Clock routing:
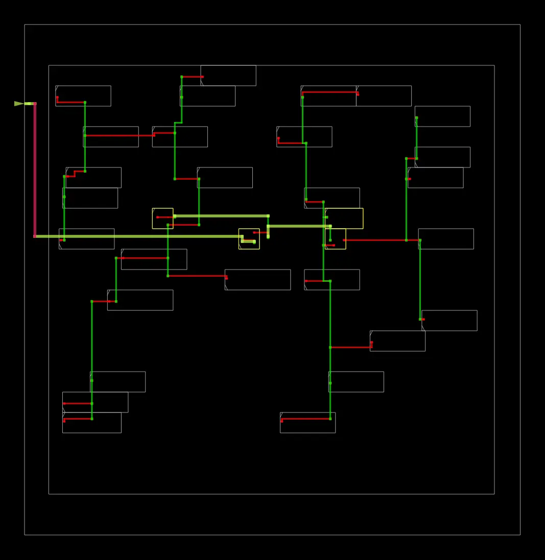
A small window of the routed layout:
Region (40, 41) to (60, 61) µm. Cells in gray, sequential cells in the stronger gray; small squares are vias.
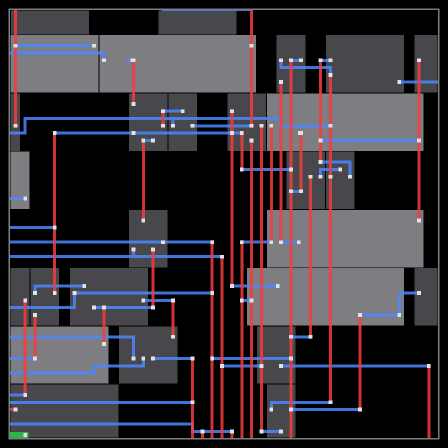
Metal 2:
(6 px per µm) Cells faint in the background.
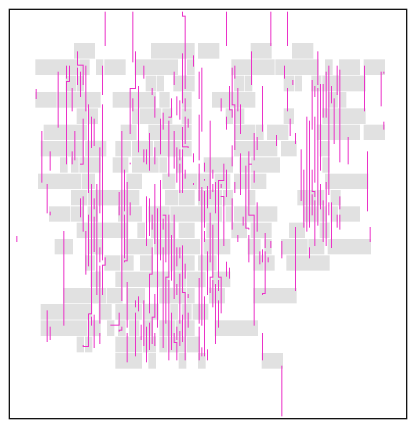
Routed metal, one color a layer:
(8 px per µm) Only two layers are drawn.
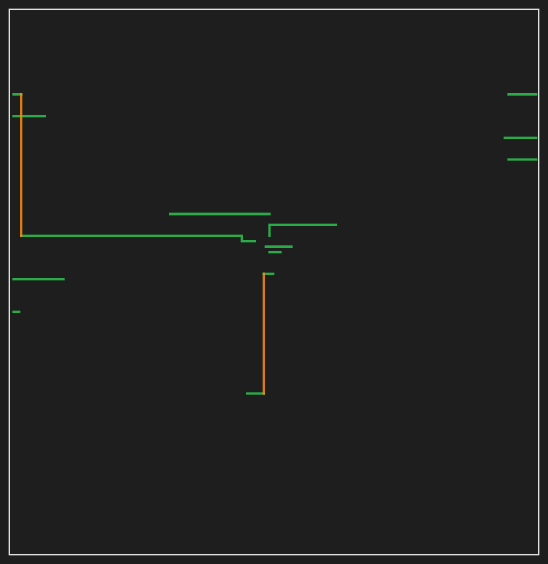
### src/rtl/uart_receiver.sv
// uart_receiver: 8N1 serial-to-parallel receiver, mid-bit sampling.
// Ports: clk, rst (sync, active high), bit_in (idle high),
//        data_out (last good byte), valid / frame_err (1-cycle
//        pulses), busy (FSM not idle).
module uart_receiver #(
  parameter int CLKS_PER_BIT = 4,
  parameter int SYNC_STAGES  = 2
) (
  input  logic       clk,
  input  logic       rst,
  input  logic       bit_in,
  output logic [7:0] data_out,
  output logic       valid,
  output logic       frame_err,
  output logic       busy
);

  localparam int CW =
    (CLKS_PER_BIT > 1) ? $clog2(CLKS_PER_BIT) : 1;
  localparam logic [CW-1:0] LAST = CW'(CLKS_PER_BIT - 1);
  localparam logic [CW-1:0] HALF = CW'(CLKS_PER_BIT / 2);

  typedef enum logic [2:0] {
    IDLE,
    START,
    DATA,
    STOP,
    WAIT_HIGH
  } state_e;

  state_e                 state_q, state_d, cur;
  logic [SYNC_STAGES-1:0] sync_q;
  logic                   rxd;
  logic [CW-1:0]          cnt_q, cnt_d;
  logic [2:0]             idx_q, idx_d;
  logic [7:0]             shift_q, shift_d;
  logic [7:0]             data_q, data_d;
  logic                   valid_q, valid_d;
  logic                   ferr_q, ferr_d;

  assign rxd = sync_q[SYNC_STAGES-1];

  // The first cycle rxd is seen low already counts as START
  // (cnt=0), so HALF=0 checks the start bit in that same cycle
  // and every later sample lands HALF cycles into its bit.
  assign cur = (state_q == IDLE && !rxd) ? START : state_q;

  always_ff @(posedge clk) begin
    if (rst) begin
      sync_q  <= '1;
      state_q <= IDLE;
      cnt_q   <= '0;
      idx_q   <= '0;
      shift_q <= '0;
      data_q  <= '0;
      valid_q <= 1'b0;
      ferr_q  <= 1'b0;
    end else begin
      sync_q[0] <= bit_in;
      for (int i = 1; i < SYNC_STAGES; i++) begin
        sync_q[i] <= sync_q[i-1];
      end
      state_q <= state_d;
      cnt_q   <= cnt_d;
      idx_q   <= idx_d;
      shift_q <= shift_d;
      data_q  <= data_d;
      valid_q <= valid_d;
      ferr_q  <= ferr_d;
    end
  end

  always_comb begin
    state_d = state_q;
    cnt_d   = cnt_q;
    idx_d   = idx_q;
    shift_d = shift_q;
    unique case (cur)
      IDLE: begin
        cnt_d = '0;
      end
      START: begin
        if (cnt_q == HALF) begin
          cnt_d   = '0;
          idx_d   = '0;
          state_d = rxd ? IDLE : DATA;
        end else begin
          cnt_d = cnt_q + CW'(1);
        end
      end
      DATA: begin
        if (cnt_q == LAST) begin
          cnt_d          = '0;
          shift_d[idx_q] = rxd;
          if (idx_q == 3'd7) begin
            state_d = STOP;
          end else begin
            idx_d = idx_q + 3'd1;
          end
        end else begin
          cnt_d = cnt_q + CW'(1);
        end
      end
      STOP: begin
        if (cnt_q == LAST) begin
          cnt_d   = '0;
          state_d = rxd ? IDLE : WAIT_HIGH;
        end else begin
          cnt_d = cnt_q + CW'(1);
        end
      end
      WAIT_HIGH: begin
        if (rxd) begin
          state_d = IDLE;
        end
      end
      default: begin
        state_d = IDLE;
        cnt_d   = '0;
      end
    endcase
  end

  always_comb begin
    valid_d = 1'b0;
    ferr_d  = 1'b0;
    data_d  = data_q;
    if (cur == STOP && cnt_q == LAST) begin
      if (rxd) begin
        valid_d = 1'b1;
        data_d  = shift_q;
      end else begin
        ferr_d = 1'b1;
      end
    end
  end

  assign busy      = (cur != IDLE);
  assign data_out  = data_q;
  assign valid     = valid_q;
  assign frame_err = ferr_q;

endmodule

### config.mk
export PLATFORM = sky130hd
export DESIGN_NAME = uart_receiver
export DESIGN_NICKNAME = d
export VERILOG_FILES = /design/src/rtl/uart_receiver.sv
export SDC_FILE = /design/constraint.sdc
export NUM_CORES = 1
export LEC_CHECK = 0
export ABC_AREA = 0
export CORE_AREA = 3 3 63 65
export CTS_CLUSTER_SIZE = 28
export DETAILED_ROUTE_END_ITERATION = 12
export DIE_AREA = 0 0 66 68
export PLACE_DENSITY_LB_ADDON = 0.12
export REMOVE_ABC_BUFFERS = 1
export SYNTH_ARGS = -nofsm -noshare
export SYNTH_HDL_FRONTEND = slang
export SYNTH_SLANG_ARGS = --single-unit
### constraint.sdc
create_clock -name clk -period 1.88 [get_ports clk]
set_clock_uncertainty 0.1 [all_clocks]
set_input_delay 0.47 -clock clk [delete_from_list [all_inputs] [get_ports clk]]
set_output_delay 0.47 -clock clk [all_outputs]
set_load 0.005 [all_outputs]
==> reports/metrics.csv <==
stage,metric,value,unit
routing,drtIter0Drc,36,
grt,grt_util_all_layers,14.0,%
grt,grt_overflow,0,
clock_network,tritoncts,built,
critical_path,path_buffers,1,
sta,slew_violations,0,
critical_path,crit_chain,ha_4 > buf_4 > nor4bb_1 > a31oi_1 > o31ai_4 > or3_1 > o31ai_2,
clock_network,cts_buffer_depth,2,
pwr,pwr-share-seq,63.9,%
logic_synthesis,area_leaders,"dfxtp_1 41%, ha_1 5.5%, nor2_1 5.2%, a21oi_1 5.1%, mux2i_1 5.1%",
critical_path,critPathArrivalTime,1.92,ns
hold_path,hp-class,flop to flop,
routing,drc,0,
logic_synthesis,ys_seq_elements,28,
logic_synthesis,yosysUniqueCellTypes,34,
critical_path,crit_required,2.02,ns
pwr,p_int,730,µW
pwr,cellPowerDensity,555,nW/µm²
critical_path,cp_slowest_cell,dfxtp_4,
routing,post_drt_wl_per_cell,12.9,µm
pwr,clkPwrFrac,31.1,%
logic_synthesis,yosys_warnings,0,
critical_path,cp_max_fo,5,
logic_synthesis,ys_chip_area,1370,µm²
floorplanning,coreArea,3390,µm²
final_layout,drive_gt1_share,23.2,%
floorplanning,die-area,4490,µm²
clock_network,cts_hold_buffers,0,
routing,dr.pass1.iters,5,
floorplanning,num_rows,21,
grt,antenna_found_initial,0,
grt,grt_pass1_vias,1131,
sta,hold_slack,0.342,ns
routing,ant_nets,0,
sta,max_freq,0.561,GHz
final_layout,diodes,0,
logic_synthesis,yosysTopAreaCell,dfxtp_1,
run_status,status,completed,
placement,finalWeightedCongestion,0.779,
logic_synthesis,top_area_share,40.9,%
routing,routed_via_density,5.13,
final_layout,final_area,1680,µm²
flow_run,max-cap-violations,0,
sta,finalCritPeriodShare,94.9,%
-- 'clock routing' (at the start) --
P_clk: 289 µW
flop count: 28
clock buffers: 4

-- 'a small window of the routed layout' (at the start) --
met3 -> green
met1 -> blue
met2 -> red
sequential cells in the window = 6
most frequent = dfxtp_1 (6), nand2_1 (3), a21oi_1 (3)
netlist names of flops here include = data_out (4)
cells with their middle in the window = 20

-- 'metal 2' (at the start) --
main direction = vertical
longest straight run = 28.2 µm

-- 'routed metal, one color a layer' (at the start) --
met4 -> orange  # wire length 32.6 µm
met3 -> green  # wire length 82.3 µm

-- synthesized netlist by cell type, drive strengths merged --
library cell	number
inv	5
a2bb2oi	1
nand3b	4
nor3	4
a21oi	14
nand4	2
a31oi	4
buf	3
o21ai	2
nor3b	3
nor2	20
clkbuf	7
nor4bb	1
o31ai	3
or3	3
nand2	14
nand3	13
o211ai	1
mux2	1
or2	2
dfxtp	28
mux2i	7
a32oi	1
or2b	1
and2b	1
nand2b	4
ha	6
-- power groups by stage --
| stage | Clock (µW) | Combinational (µW) | Sequential, µW |
|---|---|---|---|
| global route | 324 | 52.3 | 595 |
| finish | 289 | 47.2 | 595 |
| CTS | 303 | 44.9 | 595 |
| floorplan | 0 | 15.8 | 614 |
| global placement | 0 | 43.8 | 612 |
| detailed placement | 0 | 44.5 | 612 |
-- final cells by class --
cell class	instances	area, µm²
multi-input cells	112	746
inverters	5	18.8
clock buffers	4	36.3
fillers	333	1710
flip-flops and latches	28	577
well taps	46	57.6
repair buffers	28	241
-- through the flow --
step                      setup WS [ns]  instances  power, µW
after floorplan                   0.140        145        630
after global placement            0.120        216        656
after detailed placement         0.0882        216        657
after CTS                        0.0511        223        943
after global routing            0.00741        223        972
final                            0.0959        223        931
-- layer usage --
| layer | up-vias | GRT usage [%] | share of wire (%) |
|---|---|---|---|
| li1 | 584 | - | - |
| met1 | 537 | 17.3 | 46 |
| met2 | 18 | 24.5 | 50 |
| met3 | 4 | 3.45 | 2.9 |
| met4 | 0 | 3.30 | 1.1 |
| met5 | - | 0 | 0 |
-- worst reg2reg max path, cell delays in order, from the launching register on --
cell	delay [ns]
dfxtp_4	0.41
ha_4	0.15
buf_4	0.13
nor4bb_1	0.06
a31oi_1	0.25
o31ai_4	0.13
or3_1	0.40
o31ai_2	0.07
-- timing repair --
item                                    4_1_cts  5_1_grt
endpoints found under the setup margin        1        4
setup buffers                                 3        0
resized                                       8        9
pin swaps                                     0        0
-- path summary, 6_finish.rpt --
kind              cells after the start    endpoint  slack, ns      start
hold / removal                        1   sync_q[1]       0.34  sync_q[0]
setup reg to reg                      7  state_q[1]        0.1   cnt_q[0]
setup / recovery                      7  state_q[1]        0.1   cnt_q[0]
hold reg to reg                       1   sync_q[1]       0.34  sync_q[0]
-- flip-flops by register name, summed over array words and instances, names as in the netlist --
| name | count |
|---|---|
| state_q | 3 |
| sync_q | 2 |
| valid | 1 |
| frame_err | 1 |
| data_out | 8 |
| idx_q | 3 |
| shift_q | 8 |
| cnt_q | 2 |
-- cell families (layout without fill, tap and decap cells) --
group / count (synthesis) / after routing / share of synthesized area, %
AOI/OAI and AO/OA: 26 / 26 / 11.1
buffers and inverters: 15 / 37 / 7.40
DFF: 28 / 28 / 40.9
and+or+nand+nor: 72 / 72 / 29.1
adders and majority gates: 6 / 6 / 5.48
muxes: 8 / 8 / 5.94
Power and IR drop assume default switching activity.
